==> config.mk <==
export PLATFORM = sky130hd
export DESIGN_NAME = cache_refill_controller
export DESIGN_NICKNAME = d
export VERILOG_FILES = /design/src/rtl/cache_ctrl_pkg.sv /design/src/rtl/cache_refill_controller_sat_counter.sv /design/src/rtl/cache_refill_controller.sv
export SDC_FILE = /design/constraint.sdc
export NUM_CORES = 1
export LEC_CHECK = 0
export CAP_MARGIN = 20
export CORE_MARGIN = 5
export CORE_UTILIZATION = 43
export CTS_CLUSTER_DIAMETER = 200
export DETAILED_ROUTE_END_ITERATION = 10
export GPL_TIMING_DRIVEN = 1
export PLACE_DENSITY = 0.79
export SLEW_MARGIN = 10
export SYNTH_ARGS = -nofsm -noshare
export SYNTH_HDL_FRONTEND = slang
export SYNTH_HIERARCHICAL = 1
export SYNTH_SLANG_ARGS = --single-unit
export TNS_END_PERCENT = 10
==> constraint.sdc <==
create_clock -name clk -period 4.1 [get_ports clk]
set_input_delay 1.23 -clock clk [delete_from_list [all_inputs] [get_ports clk]]
set_output_delay 1.23 -clock clk [all_outputs]
set_load 0.01 [all_outputs]
==> src/rtl/cache_ctrl_pkg.sv <==
// Shared state encoding and width defaults for the cache refill controller.
package cache_ctrl_pkg;

  localparam int ADDR_SIZE_D = 32;
  localparam int DATA_SIZE_D = 32;
  localparam int CNT_SIZE_D  = 32;

  typedef enum logic [2:0] {
    IDLE     = 3'd0,
    LOOKUP   = 3'd1,
    MEM_RD   = 3'd2,
    FILL     = 3'd3,
    WR_CACHE = 3'd4,
    MEM_WR   = 3'd5,
    RESP     = 3'd6
  } state_t;

  function automatic logic in_mem_phase(input state_t s);
    return (s == MEM_RD) || (s == MEM_WR);
  endfunction

  function automatic logic in_cache_write(input state_t s);
    return (s == FILL) || (s == WR_CACHE);
  endfunction

endpackage

==> src/rtl/cache_refill_controller_sat_counter.sv <==
// Saturating up-counter used for the hit/miss statistics.
module sat_counter #(
  parameter int WIDTH = 32
) (
  input  logic             clk,
  input  logic             rst,
  input  logic             inc,
  output logic [WIDTH-1:0] count
);

  localparam logic [WIDTH-1:0] MAX = {WIDTH{1'b1}};
  localparam logic [WIDTH-1:0] ONE = {{(WIDTH-1){1'b0}}, 1'b1};

  always_ff @(posedge clk or posedge rst) begin
    if (rst)                      count <= '0;
    else if (inc && count != MAX) count <= count + ONE;
  end

endmodule

==> src/rtl/cache_refill_controller.sv <==
// Sequences a one-word-block cache and a slow memory for a single requester:
// read hit, read miss with refill, and write-through/write-allocate.
module cache_refill_controller
  import cache_ctrl_pkg::*;
#(
  parameter int ADDR_SIZE = ADDR_SIZE_D,
  parameter int DATA_SIZE = DATA_SIZE_D,
  parameter int CNT_SIZE  = CNT_SIZE_D
) (
  input  logic                 clk,
  input  logic                 rst,
  input  logic                 cpu_req,
  input  logic                 cpu_we,
  input  logic [ADDR_SIZE-1:0] cpu_addr,
  input  logic [DATA_SIZE-1:0] cpu_wdata,
  output logic [DATA_SIZE-1:0] cpu_rdata,
  output logic                 cpu_ready,
  output logic [ADDR_SIZE-1:0] cache_addr,
  output logic                 cache_we,
  output logic [DATA_SIZE-1:0] cache_wdata,
  input  logic [DATA_SIZE-1:0] cache_rdata,
  input  logic                 cache_hit,
  output logic                 mem_req,
  output logic                 mem_we,
  output logic [ADDR_SIZE-1:0] mem_addr,
  output logic [DATA_SIZE-1:0] mem_wdata,
  input  logic                 mem_ack,
  input  logic [DATA_SIZE-1:0] mem_rdata,
  output logic [CNT_SIZE-1:0]  hit_count,
  output logic [CNT_SIZE-1:0]  miss_count
);

  state_t               state;
  logic [ADDR_SIZE-1:0] addr_q;
  logic                 we_q;
  logic [DATA_SIZE-1:0] wdata_q;
  logic [DATA_SIZE-1:0] rdata_q;

  always_ff @(posedge clk or posedge rst) begin
    if (rst) begin
      state   <= IDLE;
      addr_q  <= '0;
      we_q    <= 1'b0;
      wdata_q <= '0;
      rdata_q <= '0;
    end else begin
      case (state)
        IDLE: if (cpu_req) begin
          addr_q  <= cpu_addr;
          we_q    <= cpu_we;
          wdata_q <= cpu_wdata;
          state   <= cpu_we ? WR_CACHE : LOOKUP;
        end
        LOOKUP: if (cache_hit) begin
          rdata_q <= cache_rdata;
          state   <= RESP;
        end else begin
          state   <= MEM_RD;
        end
        MEM_RD: if (mem_ack) begin
          rdata_q <= mem_rdata;
          state   <= FILL;
        end
        FILL:     state <= RESP;
        WR_CACHE: state <= MEM_WR;
        MEM_WR:   if (mem_ack) state <= RESP;
        RESP:     state <= IDLE;
        default:  state <= IDLE;
      endcase
    end
  end

  // Handshake outputs are pure state decodes, so async reset drops them at once.
  assign cpu_ready   = (state == RESP);
  assign cpu_rdata   = rdata_q;
  assign cache_addr  = addr_q;
  assign cache_we    = in_cache_write(state);
  assign cache_wdata = (state == FILL) ? rdata_q : wdata_q;
  assign mem_req     = in_mem_phase(state);
  assign mem_we      = (state == MEM_WR);
  assign mem_addr    = addr_q;
  assign mem_wdata   = wdata_q;

  logic hit_inc, miss_inc;
  assign hit_inc  = (state == LOOKUP) && !we_q &&  cache_hit;
  assign miss_inc = (state == LOOKUP) && !we_q && !cache_hit;

  sat_counter #(.WIDTH(CNT_SIZE)) u_hit_cnt (
    .clk   (clk),
    .rst   (rst),
    .inc   (hit_inc),
    .count (hit_count)
  );

  sat_counter #(.WIDTH(CNT_SIZE)) u_miss_cnt (
    .clk   (clk),
    .rst   (rst),
    .inc   (miss_inc),
    .count (miss_count)
  );

endmodule
### Placement density heat map, run 1

15 x 15 tiles, from white (low) to dark blue (high), 0 to 100% covered.
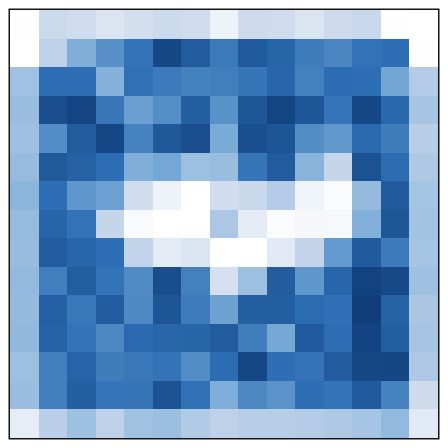
fullest tile	95%
mean over tiles	55%
nearly empty tiles	5.3%
emptiest ninth of the die	center

### Cell outlines without signal wires, run 1

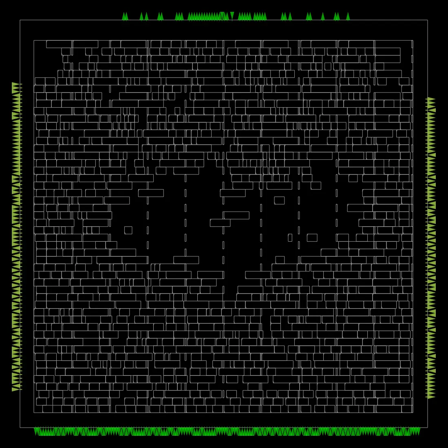
registers: 164
non-filler cells, final: 1261
number of fill cells: 1446

### Metal 2, run 1

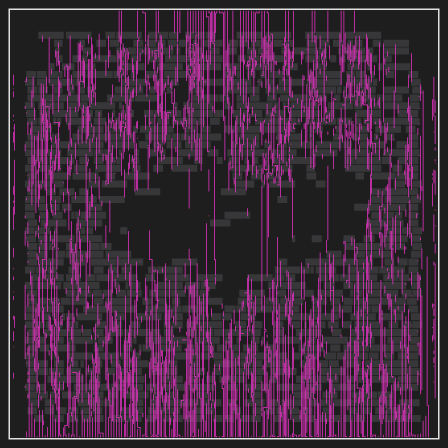
main direction	vertical
share of all routed wire	50%
wire length on this layer	12400 um

==> impl_metrics.toml, run 1 <==
# implementation run metrics
[drt]
top_layer = "met4"
ant_nets = 0
drt-initial-drc-count = 268

[placement]
placed_cells = 1228
place_area_mm2 = 0.01186

[cells_and_area]
n_antenna_cell = 1
buf_share_pct = 30.23
drive_gt1_share_pct = 18.70
sh_seq_area_pct = 32.98

[global_route]
grt_pass1_vias = 6454
globalRoute.busiestLayer = "met2"
antenna_found_initial = 1
grt_overflow = 0
grt_first_pass_wirelength_um = 37960

[timing]
fin_ws_ns = 0.3393
rsz0062_at_grt = "false"
layout_min_cycle_time_ns = 3.761
slew-limit-headroom_pct = 38.94
hold_ws_ns = 0.5089

[run]
drv_cap = 0
warnings = 26

[worst_setup_path]
path_cells = "inv_1, nand3_2, buf_12, mux2_2, clkdlybuf4s50_1"
critical_path.endpoint_type = "output pin"
path_depth = 5
critPathTopFamily = "buffers and inverters"
r2r_cells = 8
worstPathBufferInverterCount = 3

[pwr]
p_total_uw = 8503
powerSeq_uw = 2660
vdd_ir_drop_max_mv = 0.4225

[status]
status = "completed"

[logic_synthesis]
ys_sh_aoi_pct = 5.746
ff_type = "dfrtp_1"
synth_cell_types = 46
ys_seq_share_pct = 49.46
syn_avg_cell_area_um2 = 12.67

[clock_tree]
clk_latency_ns = 0.41
cts_max_level = 4
cts_tree = "built"

[die]
rows = 50
--- run 2 (diff from run 1) ---
CORE_MARGIN = unset   (was 5)
### Metal 1, run 2

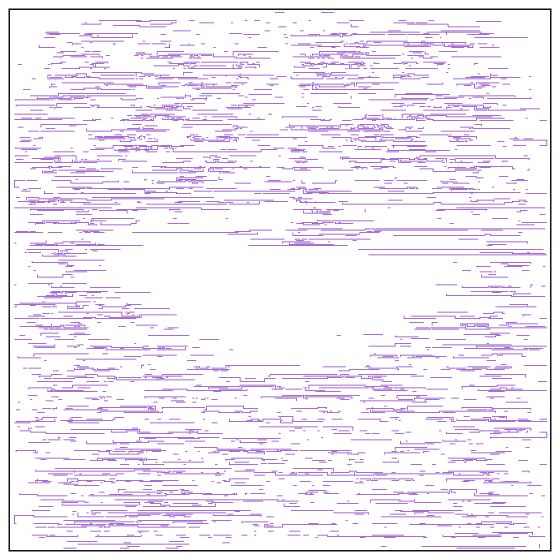
main direction	horizontal
wire length on this layer	9650 um
longest straight run	48.3 um
nets with wire on the layer	967
share of all routed wire	41%
met1 Use GR: 28.90%
Via Count: 6387

### Metal 2, run 2

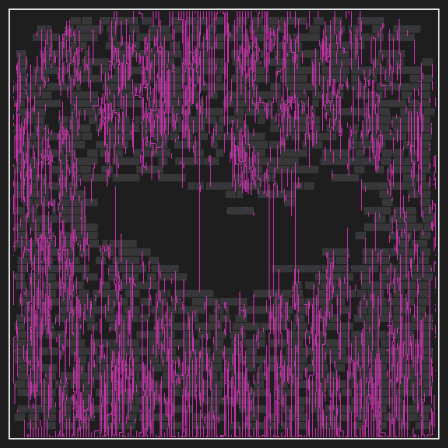
main direction	vertical
wire length on this layer	11700 um
share of all routed wire	49%
longest straight run	50.7 um
Routed WL: 23730 um
M2 GR Usage: 41.03%

### Cell outlines without signal wires, run 2

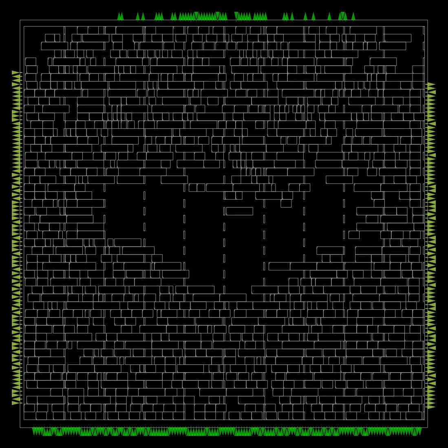
number of fill cells: 1449
Core Box Area: 0.01883 mm^2

==> impl_metrics.toml, run 2 <==
# implementation run metrics
[worst_setup_path]
path_cells = "inv_1, nand3_2, buf_4, mux2_2, clkdlybuf4s50_1"
worstPathBufferInverterCount = 3
path_max_fanout = 21
reg2reg_to = "u_hit_cnt/count[15]$_DFFE_PP0P_"
path_depth = 5

[cells_and_area]
finalNonFillerCells = 1258
inv_count = 10
design.seq.count = 164
sh_seq_area_pct = 32.81
buf_share_pct = 29.85
drive_gt1_share_pct = 18.46
comb_area_share_pct = 29.02
n_antenna_cell = 1

[clock_tree]
clk_latency_ns = 0.42
cts_tree = "built"
cts_max_level = 4

[global_route]
antenna_found_initial = 1
grt_first_pass_wirelength_um = 36800
grt_overflow = 0
globalRoute.busiestLayer = "met2"
grt_pass1_vias = 6567

[logic_synthesis]
syn_avg_cell_area_um2 = 12.67
synth_cell_types = 46
top_area_share_pct = 49.46
ff_type = "dfrtp_1"
ys_sh_aoi_pct = 5.746
ys_seq_share_pct = 49.46

[placement]
port_buffers = 361
place_area_mm2 = 0.01184
placed_cells = 1226

[pwr]
vdd_ir_drop_max_mv = 0.3883
powerSeq_uw = 2680
power_leader = "combinational cells"
p_total_uw = 8737
p_seq_share_pct = 30.7
leakage_uw = 0.005138

[drt]
drt-initial-drc-count = 293
top_layer = "met4"
wire_per_inst_um = 18.86
ant_nets = 0

[status]
status = "completed"

[worst_hold_path]
worstHoldEndpoint = "u_miss_cnt/count[31]$_DFFE_PP0P_"

[run]
warnings = 26
drv_cap = 0

[timing]
layout_min_cycle_time_ns = 3.812
slew-limit-headroom_pct = 39.48

[die]
rows = 50
dieArea_mm2 = 0.01985
